<file path="config.mk">
export PLATFORM = sky130hd
export DESIGN_NAME = bcd_display_driver
export DESIGN_NICKNAME = d
export VERILOG_FILES = /design/src/rtl/io_display_pkg.sv /design/src/rtl/seg7_decode.sv /design/src/rtl/bcd_display_driver.sv
export SDC_FILE = /design/constraint.sdc
export NUM_CORES = 1
export LEC_CHECK = 0
export CAP_MARGIN = 20
export CORE_AREA = 2 2 189 191
export DETAILED_ROUTE_END_ITERATION = 12
export DIE_AREA = 0 0 191 193
export GPL_TIMING_DRIVEN = 0
export MAX_ROUTING_LAYER = met4
export PLACE_DENSITY = 0.6
export SYNTH_ARGS = -nofsm -noshare
export SYNTH_HDL_FRONTEND = slang
export SYNTH_SLANG_ARGS = --single-unit
</file>
<file path="constraint.sdc">
create_clock -name clock -period 2.9 [get_ports clock]
set_input_delay 0.58 -clock clock [delete_from_list [all_inputs] [get_ports clock]]
set_output_delay 0.58 -clock clock [all_outputs]
set_load 0.05 [all_outputs]
</file>
<file path="src/rtl/io_display_pkg.sv">
`default_nettype none
// ============================================================================
//  Module      : io_display_pkg
//  Description : Shared types and constants for the BCD display path.
//                - FSM state enum for the converter
//                - BCD digit count
//                - Active-low seven-segment codes ({g,f,e,d,c,b,a})
//                - Double-dabble adjust and leading-digit helpers
//  Revision    : 1.0 - initial release
// ============================================================================
package io_display_pkg;

    typedef enum logic [1:0] {
        ST_IDLE = 2'd0,
        ST_CONV = 2'd1,
        ST_DONE = 2'd2
    } state_t;

    // Ten digits hold any 32-bit unsigned magnitude (max 4294967295).
    localparam int BCD_DIGITS = 10;

    localparam logic [6:0] c_SEG_BLANK = 7'b1111111;
    localparam logic [6:0] c_SEG_MINUS = 7'b0111111;

    // Entry [d] is the code for decimal digit d.
    localparam logic [9:0][6:0] c_SEG_DIGITS = {
        7'b0010000,   // 9
        7'b0000000,   // 8
        7'b1111000,   // 7
        7'b0000010,   // 6
        7'b0010010,   // 5
        7'b0011001,   // 4
        7'b0110000,   // 3
        7'b0100100,   // 2
        7'b1111001,   // 1
        7'b1000000    // 0
    };

    // Add 3 to every nibble that is 5 or more, so the following left shift
    // carries correctly into the next decimal digit.
    function automatic logic [4*BCD_DIGITS-1:0] add3_adjust(input logic [4*BCD_DIGITS-1:0] v);
        logic [4*BCD_DIGITS-1:0] r;
        r = v;
        for (int i = 0; i < BCD_DIGITS; i++) begin
            if (v[4*i +: 4] >= 4'd5) begin
                r[4*i +: 4] = v[4*i +: 4] + 4'd3;
            end
        end
        return r;
    endfunction

    // Index of the most significant nonzero digit; zero reports index 0 so
    // that the value 0 still counts as one digit.
    function automatic logic [3:0] msd_index(input logic [4*BCD_DIGITS-1:0] v);
        logic [3:0] idx;
        idx = 4'd0;
        for (int i = 0; i < BCD_DIGITS; i++) begin
            if (v[4*i +: 4] != 4'd0) begin
                idx = 4'(i);
            end
        end
        return idx;
    endfunction

endpackage : io_display_pkg
`default_nettype wire

</file>
<file path="src/rtl/seg7_decode.sv">
`default_nettype none
// ============================================================================
//  Module      : seg7_decode
//  Description : One BCD digit to an active-low seven-segment code.
//                Minus has priority over blank, blank over the digit.
//  Ports       : digit  in  4  BCD digit 0..9 (others render blank)
//                blank  in  1  show all segments off
//                minus  in  1  show only segment g
//                seg    out 7  {g,f,e,d,c,b,a}, active low
//  Revision    : 1.0 - initial release
// ============================================================================
module seg7_decode
    import io_display_pkg::*;
(
    input  logic [3:0] digit,
    input  logic       blank,
    input  logic       minus,
    output logic [6:0] seg
);

    always_comb begin
        seg = c_SEG_BLANK;
        if (minus) begin
            seg = c_SEG_MINUS;
        end else if (!blank && (digit <= 4'd9)) begin
            seg = c_SEG_DIGITS[digit];
        end
    end

endmodule : seg7_decode
`default_nettype wire

</file>
<file path="src/rtl/bcd_display_driver.sv">
`default_nettype none
// ============================================================================
//  Module      : bcd_display_driver
//  Description : Sequential double-dabble conversion of a 32-bit word to ten
//                BCD digits, signed or unsigned, with leading-zero blanking,
//                minus-sign placement and overflow indication on a bank of
//                seven-segment displays.
//  Ports       : clock        in   1    system clock, rising edge
//                reset_n      in   1    asynchronous active-low reset
//                start        in   1    convert request (one cycle)
//                data         in   32   value to convert
//                signed_mode  in   1    data is two's complement
//                busy         out  1    conversion in progress
//                done         out  1    one-cycle pulse, results updated
//                bcd          out  40   ten BCD digits, [3:0] = units
//                negative     out  1    sign of the last converted value
//                overflow     out  1    value plus sign exceed the displays
//                seg          out  7*N  active-low segments, display 0 right
//  Revision    : 1.0 - initial release
// ============================================================================
module bcd_display_driver
    import io_display_pkg::*;
#(
    parameter int N_DISPLAYS = 8
)
(
    input  logic                    clock,
    input  logic                    reset_n,
    input  logic                    start,
    input  logic [31:0]             data,
    input  logic                    signed_mode,
    output logic                    busy,
    output logic                    done,
    output logic [39:0]             bcd,
    output logic                    negative,
    output logic                    overflow,
    output logic [7*N_DISPLAYS-1:0] seg
);

    state_t      r_state;
    state_t      w_state_next;

    logic [31:0] r_mag;
    logic        r_neg;
    logic [39:0] r_scratch;
    logic [4:0]  r_step;

    logic        r_pend_valid;
    logic [31:0] r_pend_data;
    logic        r_pend_signed;

    logic        r_done;
    logic [39:0] r_bcd;
    logic        r_negative;
    logic        r_overflow;

    logic        w_load;
    logic [31:0] w_load_data;
    logic        w_load_signed;
    logic        w_load_neg;
    logic [31:0] w_load_mag;
    logic [39:0] w_adj;
    logic [3:0]  w_conv_msd;
    logic        w_conv_ovf;
    logic [3:0]  w_disp_msd;

    // A new conversion starts from IDLE on start, or straight out of DONE
    // when a request arrives on that edge or one is waiting in the slot.
    // A request on the DONE edge is newer than the slot, so it wins.
    assign w_load        = ((r_state == ST_IDLE) && start) ||
                           ((r_state == ST_DONE) && (start || r_pend_valid));
    assign w_load_data   = ((r_state == ST_DONE) && !start) ? r_pend_data   : data;
    assign w_load_signed = ((r_state == ST_DONE) && !start) ? r_pend_signed : signed_mode;
    assign w_load_neg    = w_load_signed & w_load_data[31];
    // Unsigned negate: 0x80000000 maps to magnitude 2147483648 without wrap.
    assign w_load_mag    = w_load_neg ? (~w_load_data + 32'd1) : w_load_data;

    assign w_adj         = add3_adjust(r_scratch);

    assign w_conv_msd    = msd_index(r_scratch);
    assign w_conv_ovf    = ({28'd0, w_conv_msd} + 32'd1 + {31'd0, r_neg}) > 32'(N_DISPLAYS);

    // ------------------------------------------------------------------
    // FSM
    // ------------------------------------------------------------------
    always_ff @(posedge clock or negedge reset_n) begin
        if (!reset_n) begin
            r_state <= ST_IDLE;
        end else begin
            r_state <= w_state_next;
        end
    end

    always_comb begin
        w_state_next = r_state;
        case (r_state)
            ST_IDLE: if (start) w_state_next = ST_CONV;
            ST_CONV: if (r_step == 5'd31) w_state_next = ST_DONE;
            ST_DONE: w_state_next = (start || r_pend_valid) ? ST_CONV : ST_IDLE;
            default: w_state_next = ST_IDLE;
        endcase
    end

    // ------------------------------------------------------------------
    // Datapath, pending slot and result registers
    // ------------------------------------------------------------------
    always_ff @(posedge clock or negedge reset_n) begin
        if (!reset_n) begin
            r_mag         <= '0;
            r_neg         <= 1'b0;
            r_scratch     <= '0;
            r_step        <= '0;
            r_pend_valid  <= 1'b0;
            r_pend_data   <= '0;
            r_pend_signed <= 1'b0;
            r_done        <= 1'b0;
            r_bcd         <= '0;
            r_negative    <= 1'b0;
            r_overflow    <= 1'b0;
        end else begin
            if (w_load) begin
                r_mag     <= w_load_mag;
                r_neg     <= w_load_neg;
                r_scratch <= '0;
                r_step    <= '0;
            end else if (r_state == ST_CONV) begin
                {r_scratch, r_mag} <= {w_adj, r_mag} << 1;
                r_step             <= r_step + 5'd1;
            end

            // Requests during CONV park in the slot (newest wins); the DONE
            // edge always consumes whatever is pending.
            if ((r_state == ST_CONV) && start) begin
                r_pend_valid  <= 1'b1;
                r_pend_data   <= data;
                r_pend_signed <= signed_mode;
            end else if (r_state == ST_DONE) begin
                r_pend_valid  <= 1'b0;
            end

            r_done <= (r_state == ST_DONE);
            if (r_state == ST_DONE) begin
                r_bcd      <= r_scratch;
                r_negative <= r_neg;
                r_overflow <= w_conv_ovf;
            end
        end
    end

    assign busy     = (r_state != ST_IDLE);
    assign done     = r_done;
    assign bcd      = r_bcd;
    assign negative = r_negative;
    assign overflow = r_overflow;

    // ------------------------------------------------------------------
    // Display mapping, driven only by the registered results
    // ------------------------------------------------------------------
    assign w_disp_msd = msd_index(r_bcd);

    for (genvar k = 0; k < N_DISPLAYS; k++) begin : g_disp
        localparam logic [4:0] c_POS = 5'(k);
        logic w_blank;
        logic w_minus;

        assign w_blank = c_POS > {1'b0, w_disp_msd};
        assign w_minus = r_overflow |
                         (r_negative && (c_POS == ({1'b0, w_disp_msd} + 5'd1)));

        seg7_decode u_seg7 (
            .digit (r_bcd[4*k +: 4]),
            .blank (w_blank),
            .minus (w_minus),
            .seg   (seg[7*k +: 7])
        );
    end

endmodule : bcd_display_driver
`default_nettype wire

</file>
==> images/met2.png <==
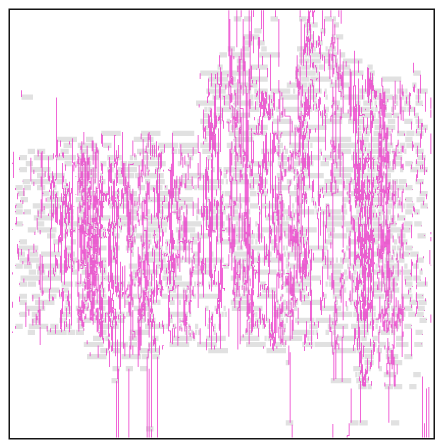
main direction: vertical
wire length on this layer: 14100 um
Routed WL: 30400 um
via count: 9549
met2 Use GR: 27.1%

==> images/final_congestion.png <==
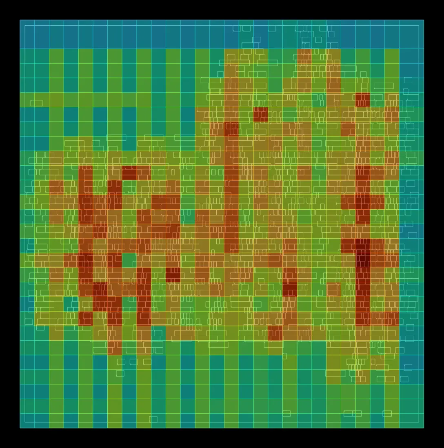
wire per inst: 16.4 um
Most Crowded Layer GR: met2
met3 usage: 2.66%
all-layer global routing usage: 16.9%

per-stage QoR:
step / cell area (um2) / setup WS [ns] / power (mW)
after detailed placement: 12700 / -1.13 / 14.6
after global placement: 12600 / -5.96 / 14.4
after floorplan: 10700 / -0.221 / 11.3
after global routing: 14100 / -0.526 / 19.5
after CTS: 13600 / -0.468 / 17.2
final: 14100 / -0.424 / 18.4
final timing paths:
check                      slack [ns]  depth (start not counted)             end
max                             -0.42                         10         seg[27]
min                              0.11                          1  r_pend_data[8]
min reg2reg                      0.50                          2       r_mag[18]
max reg2reg                      0.10                         12       r_mag[24]
min in group clock               0.50                          2       r_mag[18]
max in group asynchronous        1.93                          2         bcd[17]
==> results.toml <==
# yosys + openroad results
[final_layout]
syn2layout_area_growth_pct = 35.9
num-nonclk-inverters = 56
final_cells = 1853
nets = 1480
flop_area_um2 = 3950
antenna-diode-count = 0

[synth]
ys_cells = 1164
synthTopCellsByArea = "dfrtp_1 (38%), ha_1 (7.8%), o21ai_0 (6.1%)"
fa_ha_area_share_pct = 7.84
flop_cell = "dfrtp_1"
yosys-mux-area-fraction_pct = 9.53
synth_top_cell_by_count = "dfrtp_1"
logic_family = "AND-OR/OR-AND gates"
ys_seq_share_pct = 37.9
synth-edff-count = 0
yosys_warnings = 0
ys.flops = 157
ys_sh_aoi_pct = 18.7

[worst_setup_path]
crit_buf_inv = 4
slowest_stage = "dfrtp_2"
crit_path_max_incr_delay_ns = 0.42
path_delay_family = "simple AND/OR/NAND/NOR gates"
crit_top_cell = "buf_4"

[floorplanning]
ios = 136
chipArea_um2 = 36900
fp_util_pct = 29.7
dieWidth_um = 191

[run_status]
status = "finished with violations"
violations = "negative setup slack"

[timing]
slew_viol_final = 0
finalCriticalPeriod_ns = 3.32
finalSetupViolations = 35
final.setup.worst_slack_ns = -0.424

[place]
dp_cells = 1761
dp_hpwl_um = 22400

[clock_network]
insertion_delay_ns = 0.44
cts_buffer_depth = 2
h-tree-depth = 4

[pwr]
power_frac_seq_pct = 20.2
p_clk_share_pct = 12.1
ir_drop_mv = 1.51

[route]
drc = 0

[worst_hold_path]
worstHoldPathType = "input pin to asynchronous set/reset pin"
No activity file was given, so power comes from the tool's default toggle rates.
